### src/rtl/prefetcher_pkg.sv
// Shared types for the prefetcher data block and the stride detector.
//   data_opcode_e : opcodes understood by the prefetcher data block.
//   det_state_e   : stride detector FSM states.
//   eff_threshold : maps a programmed confidence threshold to its effective value.
package prefetcher_pkg;

  typedef enum logic [2:0] {
    readReqPref     = 3'd1,
    readReqMaster   = 3'd2,
    readDataSlave   = 3'd3,
    readDataPromise = 3'd4
  } data_opcode_e;

  typedef enum logic [1:0] {
    StIdle,
    StTrain,
    StLocked,
    StDrain
  } det_state_e;

  localparam int unsigned   ConfWidth = 2;
  localparam logic [1:0]    ConfMax   = 2'd3;

  // A programmed threshold of zero behaves like one.
  function automatic logic [1:0] eff_threshold(input logic [1:0] thr);
    return (thr == 2'd0) ? 2'd1 : thr;
  endfunction

endpackage

### src/rtl/prefetch_stride_calc.sv
// Combinational delta / stride comparison for the stride detector.
//   obs_addr_i  : address of the observed master read
//   last_addr_i : previously observed address
//   stride_i    : currently trained signed stride
//   delta_o     : obs_addr_i - last_addr_i truncated to the stride width
//   in_range_o  : delta is nonzero and representable in STRIDE_WIDTH signed bits
//   match_o     : delta is in range and equals stride_i
module prefetch_stride_calc
  import prefetcher_pkg::*;
#(
  parameter int unsigned ADDR_BITS    = 64,
  parameter int unsigned STRIDE_WIDTH = 16
) (
  input  logic        [ADDR_BITS-1:0]    obs_addr_i,
  input  logic        [ADDR_BITS-1:0]    last_addr_i,
  input  logic signed [STRIDE_WIDTH-1:0] stride_i,
  output logic signed [STRIDE_WIDTH-1:0] delta_o,
  output logic                           in_range_o,
  output logic                           match_o
);

  logic [ADDR_BITS-1:0]            delta_full;
  // Bits that must all equal the stride sign bit for the delta to fit.
  logic [ADDR_BITS-STRIDE_WIDTH:0] upper;

  always_comb begin
    delta_full = obs_addr_i - last_addr_i;
    upper      = delta_full[ADDR_BITS-1:STRIDE_WIDTH-1];
    delta_o    = delta_full[STRIDE_WIDTH-1:0];
    in_range_o = (delta_full != '0) && ((&upper) || !(|upper));
    match_o    = in_range_o && (delta_o == stride_i);
  end

endmodule

### src/rtl/prefetch_stride_detector.sv
// Stride detector feeding the prefetcher data block.
// Watches master read addresses, trains a signed stride with a confidence counter and,
// once locked, issues prefetch requests along that stride under a valid/ready handshake.
//   clk, resetN            : clock, asynchronous active-low reset
//   obs_valid, obs_addr    : observed master read
//   crs_enable             : detector enable
//   crs_confThreshold      : matching deltas required to lock (0 behaves as 1)
//   crs_prefetchDepth      : max outstanding unrequested prefetches
//   prefetchReqCnt         : current unrequested prefetched blocks
//   almostFull             : data queue almost full
//   pref_valid/ready/addr  : prefetch request handshake (opcode readReqPref downstream)
//   locked                 : high in LOCKED and DRAIN
//   stride                 : current signed stride
module prefetch_stride_detector
  import prefetcher_pkg::*;
#(
  parameter int unsigned ADDR_BITS      = 64,
  parameter int unsigned STRIDE_WIDTH   = 16,
  parameter int unsigned LOG_QUEUE_SIZE = 4
) (
  input  logic                           clk,
  input  logic                           resetN,
  input  logic                           obs_valid,
  input  logic        [ADDR_BITS-1:0]    obs_addr,
  input  logic                           crs_enable,
  input  logic        [1:0]              crs_confThreshold,
  input  logic        [LOG_QUEUE_SIZE:0] crs_prefetchDepth,
  input  logic        [LOG_QUEUE_SIZE:0] prefetchReqCnt,
  input  logic                           almostFull,
  output logic                           pref_valid,
  input  logic                           pref_ready,
  output logic        [ADDR_BITS-1:0]    pref_addr,
  output logic                           locked,
  output logic signed [STRIDE_WIDTH-1:0] stride
);

  det_state_e                     state_q, state_d;
  logic        [ADDR_BITS-1:0]    last_addr_q, last_addr_d;
  logic        [ADDR_BITS-1:0]    next_addr_q, next_addr_d;
  logic        [ADDR_BITS-1:0]    pref_addr_q, pref_addr_d;
  logic                           pref_valid_q, pref_valid_d;
  logic                           locked_q, locked_d;
  logic signed [STRIDE_WIDTH-1:0] stride_q, stride_d;
  logic        [ConfWidth-1:0]    conf_q, conf_d;

  logic signed [STRIDE_WIDTH-1:0] delta;
  logic                           in_range;
  logic                           match;

  logic [ADDR_BITS-1:0] stride_ext;
  logic [ADDR_BITS-1:0] resync_addr;
  logic [ADDR_BITS-1:0] resync_diff;
  logic                 resync_ahead;
  logic                 accept;
  logic                 pend_after;
  logic                 can_issue;
  logic [1:0]           thr_eff;
  logic [1:0]           conf_inc;
  logic                 lock_hit;
  logic signed [STRIDE_WIDTH-1:0] train_stride;

  prefetch_stride_calc #(
    .ADDR_BITS    (ADDR_BITS),
    .STRIDE_WIDTH (STRIDE_WIDTH)
  ) u_calc (
    .obs_addr_i  (obs_addr),
    .last_addr_i (last_addr_q),
    .stride_i    (stride_q),
    .delta_o     (delta),
    .in_range_o  (in_range),
    .match_o     (match)
  );

  always_comb begin
    stride_ext   = {{(ADDR_BITS-STRIDE_WIDTH){stride_q[STRIDE_WIDTH-1]}}, stride_q};
    resync_addr  = obs_addr + stride_ext;
    resync_diff  = resync_addr - next_addr_q;
    // Ahead along the stride direction: difference nonzero with the same sign as stride.
    resync_ahead = (resync_diff != '0) &&
                   (resync_diff[ADDR_BITS-1] == stride_q[STRIDE_WIDTH-1]);
    accept       = pref_valid_q && pref_ready;
    pend_after   = pref_valid_q && !pref_ready;
    can_issue    = !almostFull && (prefetchReqCnt < crs_prefetchDepth);
    thr_eff      = eff_threshold(crs_confThreshold);
    conf_inc     = (conf_q == ConfMax) ? ConfMax : conf_q + 2'd1;
    // conf counts repeats of the stride; the delta that established the stride is one
    // more matching delta, so the total after this match is conf_q + 2.
    lock_hit     = ({1'b0, conf_q} + 3'd2) >= {1'b0, thr_eff};
    train_stride = in_range ? delta : '0;
  end

  always_comb begin
    state_d      = state_q;
    last_addr_d  = last_addr_q;
    next_addr_d  = next_addr_q;
    pref_addr_d  = pref_addr_q;
    pref_valid_d = pref_valid_q;
    stride_d     = stride_q;
    conf_d       = conf_q;

    unique case (state_q)
      StIdle: begin
        if (crs_enable && obs_valid) begin
          last_addr_d = obs_addr;
          conf_d      = '0;
          state_d     = StTrain;
        end
      end

      StTrain: begin
        if (!crs_enable) begin
          conf_d  = '0;
          state_d = StIdle;
        end else if (obs_valid) begin
          last_addr_d = obs_addr;
          if (match) begin
            conf_d = conf_inc;
            if (lock_hit) begin
              next_addr_d = resync_addr;
              state_d     = StLocked;
            end
          end else begin
            stride_d = train_stride;
            conf_d   = '0;
          end
        end
      end

      StLocked: begin
        if (!crs_enable) begin
          conf_d       = '0;
          pref_valid_d = pend_after;
          state_d      = pend_after ? StDrain : StIdle;
        end else if (obs_valid && !match) begin
          stride_d     = train_stride;
          conf_d       = '0;
          last_addr_d  = obs_addr;
          pref_valid_d = pend_after;
          state_d      = pend_after ? StDrain : StTrain;
        end else begin
          if (accept) begin
            next_addr_d = next_addr_q + stride_ext;
          end
          // A confirming observation that overtakes the prefetch stream wins over the
          // handshake increment.
          if (obs_valid) begin
            last_addr_d = obs_addr;
            if (resync_ahead) begin
              next_addr_d = resync_addr;
            end
          end
          // A pending request is frozen until accepted; only then may a new one load.
          if (!pref_valid_q || accept) begin
            pref_valid_d = can_issue;
            if (can_issue) begin
              pref_addr_d = next_addr_d;
            end
          end
        end
      end

      StDrain: begin
        if (crs_enable && obs_valid) begin
          last_addr_d = obs_addr;
          if (match) begin
            conf_d = conf_inc;
          end else begin
            stride_d = train_stride;
            conf_d   = '0;
          end
        end else if (!crs_enable) begin
          conf_d = '0;
        end
        if (accept || !pref_valid_q) begin
          pref_valid_d = 1'b0;
          state_d      = crs_enable ? StTrain : StIdle;
        end
      end

      default: state_d = StIdle;
    endcase

    locked_d = (state_d == StLocked) || (state_d == StDrain);
  end

  always_ff @(posedge clk or negedge resetN) begin
    if (!resetN) begin
      state_q      <= StIdle;
      last_addr_q  <= '0;
      next_addr_q  <= '0;
      pref_addr_q  <= '0;
      pref_valid_q <= 1'b0;
      locked_q     <= 1'b0;
      stride_q     <= '0;
      conf_q       <= '0;
    end else begin
      state_q      <= state_d;
      last_addr_q  <= last_addr_d;
      next_addr_q  <= next_addr_d;
      pref_addr_q  <= pref_addr_d;
      pref_valid_q <= pref_valid_d;
      locked_q     <= locked_d;
      stride_q     <= stride_d;
      conf_q       <= conf_d;
    end
  end

  assign pref_valid = pref_valid_q;
  assign pref_addr  = pref_addr_q;
  assign locked     = locked_q;
  assign stride     = stride_q;

endmodule
### config.mk
export PLATFORM = sky130hd
export DESIGN_NAME = prefetch_stride_detector
export DESIGN_NICKNAME = d
export VERILOG_FILES = /design/src/rtl/prefetcher_pkg.sv /design/src/rtl/prefetch_stride_calc.sv /design/src/rtl/prefetch_stride_detector.sv
export SDC_FILE = /design/constraint.sdc
export NUM_CORES = 1
export LEC_CHECK = 0
export CAP_MARGIN = 20
export CORE_MARGIN = 10
export CORE_UTILIZATION = 50
export DETAILED_ROUTE_END_ITERATION = 10
export PLACE_DENSITY = 0.66
export SLEW_MARGIN = 20
export SYNTH_ARGS = -nofsm -noshare
export SYNTH_HDL_FRONTEND = slang
export SYNTH_SLANG_ARGS = --single-unit
### constraint.sdc
create_clock -name clk -period 12.77 [get_ports clk]
set_clock_uncertainty 0.15 [all_clocks]
set_input_delay 1.9155 -clock clk [delete_from_list [all_inputs] [get_ports clk]]
set_output_delay 1.9155 -clock clk [all_outputs]
set_load 0.05 [all_outputs]
Figure 1. Cell classes on the final placement.
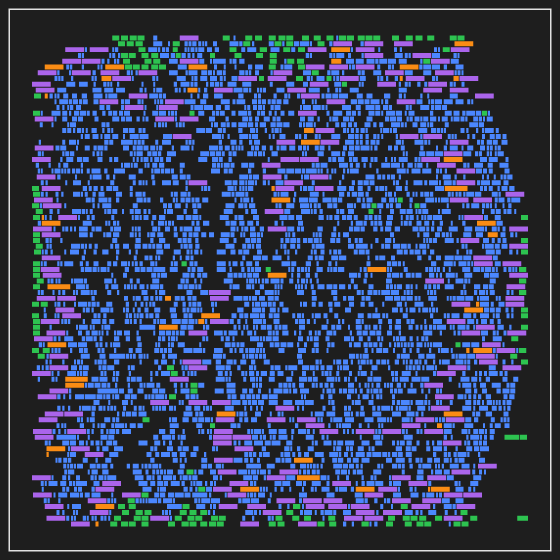
orange -> clock drivers and dummy loads  # cells 49, share of their area 3.2%
purple -> sequential cells  # cells 214, share of their area 18%
green -> remaining buffers and delay cells  # cells 180, share of their area 6.0%
blue -> combinational and other logic  # cells 3345, share of their area 73%
# rows: 85
Layout Utilization: 56.0%
Core ar.: 54000 um^2
flop share of the area: 17.7%
final instance area: 30300 um^2

Figure 2. Cell density map.
Bar = 100 um. The die is cut into 25 by 25 equal tiles; dark blue is low, red is high, 0 to 100% covered.
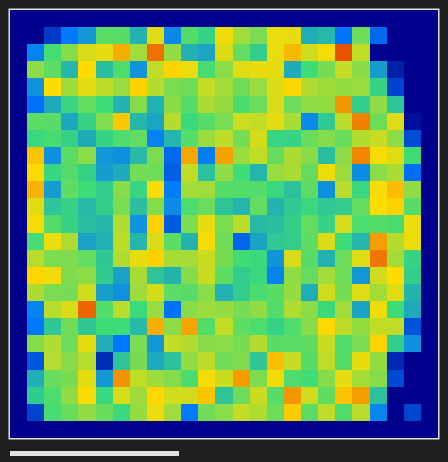
tiles over 75% full = 5.8%
nearly empty tiles = 18%
fullest tile = 91%
mean over tiles = 46%
FP Util: 50.6%

Figure 3. Congestion heat map.
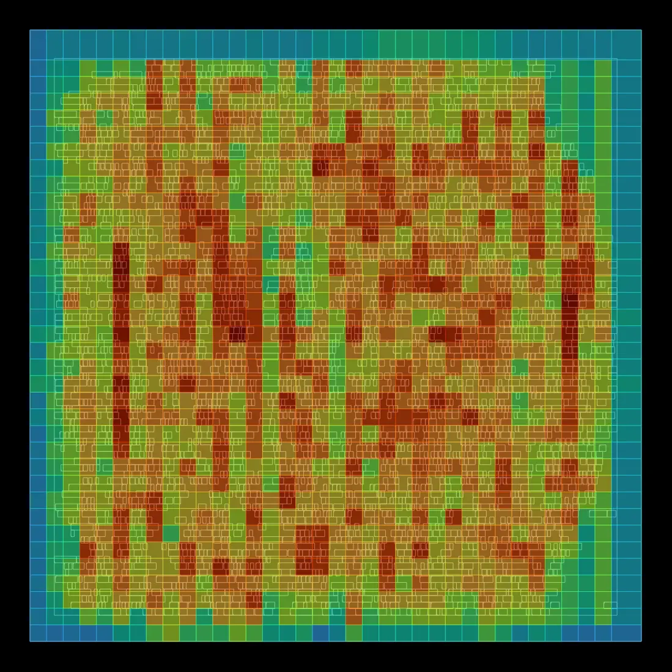
All-Layer GR Usage: 28.2%
met2 Use GR: 45.5%

==> impl_metrics.ini <==
; yosys + openroad results
[worst_hold_path]
worstHoldStart = pref_addr[35]
holdPathEnd = pref_addr[35]
holdPathStages = 2

[clock_tree]
cts_tree = done
numCtsBuffers = 27
cts.repair.resized = 0
ctsHoldBuffers = 0
cts.clk_slew.worst_paths_ns = 0.06

[setup_path]
max_stage_delay_ns = 0.51
reg2reg_setup_slack_ns = 3.41
worstPathRequired_ns = 13.11
critPathMaxFanout = 31
path_depth = 35
crit_buf_inv = 6
cp-startpoint = obs_addr[0]
cpMaxStageDelayCell = o21ai_4
crit_arrival_ns = 10.97
timing.rr.end = pref_addr[48]

[sta]
fin_setup_tns_ns = 0
rsz0062_at_grt = no
timing.final.crit_period_ns = 10.63
slew_violations = 0
fmax_mhz = 94.1
worst_slack_ns = 2.14
setup_viol = 0
slew_headroom_pct = 42.5
min_period_over_period_pct = 83.2

[pwr]
seq-power_mw = 1.19
p_per_area_nw_per_um2 = 227
ir_worst_vdd_mv = 0.130
pwr-share-comb_pct = 70.6
seq_power_share_pct = 17.3
p_int_mw = 3.22
p_leak_nw = 13.6
pg_clk_uw = 832
power_frac_clock_pct = 12.1
switchingPower_mw = 3.66
p_total_mw = 6.88

[layout]
nClkBuffers = 35
seq_cells = 214
syn_to_final_growth_pct = 10.6
layout_top_cell = nand2_1
logic_area_um2 = 20400
dominant_cells = multi-input combinational cells
final-clk-cell-share_pct = 3.10
n_antenna_cell = 0
nNonClkBuffers = 180
lay_top_cells = nand2_1, a21oi_1, ha_1
drive_gt1_share_pct = 6.02
buffer_area_share_pct = 5.87
final_cell_count_no_fill = 4484
nets = 4117
nFillCells = 5274
layout.comb_gates.multi_input = 3086

[synth]
synth.largest_area_cell = dfrtp_1
synth_warnings = 0
synthSimpleGateAreaFrac_pct = 21.2
top_area_share_pct = 19.6
yosysSeqAreaShare_pct = 19.6
ys_cells = 3731
ys.flop_type = dfrtp_1
ys_async_sr_fraction_pct = 100
most_common_cell = nand2_1
aoi_share_pct = 27.9
synth_area_per_cell_um2 = 7.33
synth.distinct_cells = 99
edf_count = 0
fa_ha_area_share_pct = 12.3
common_cells = nand2_1, a21oi_1, ha_1

[place]
placed_area_um2 = 29300
dp_hpwl_um = 74800
numPortBuffers = 163
placed_cells = 4435

[global_route]
grt_max_degree = 116
grt_pass1_wl_um = 147000
grtUsageMet3_pct = 2.65
antenna_found_initial = 0

[drt]
met3_length_um = 5490
via_per_inst = 6.18
route.met2.wl_um = 42000
wl_met1_um = 43200
dr.first_iter.drc_count = 2476
wirelength_um = 93500
vias = 27700

[floorplanning]
die_w_um = 254
ios = 164

[run_status]
status = finished, final reports clean

[run]
warnings = 35
Power is estimated from default activity; no workload was simulated.
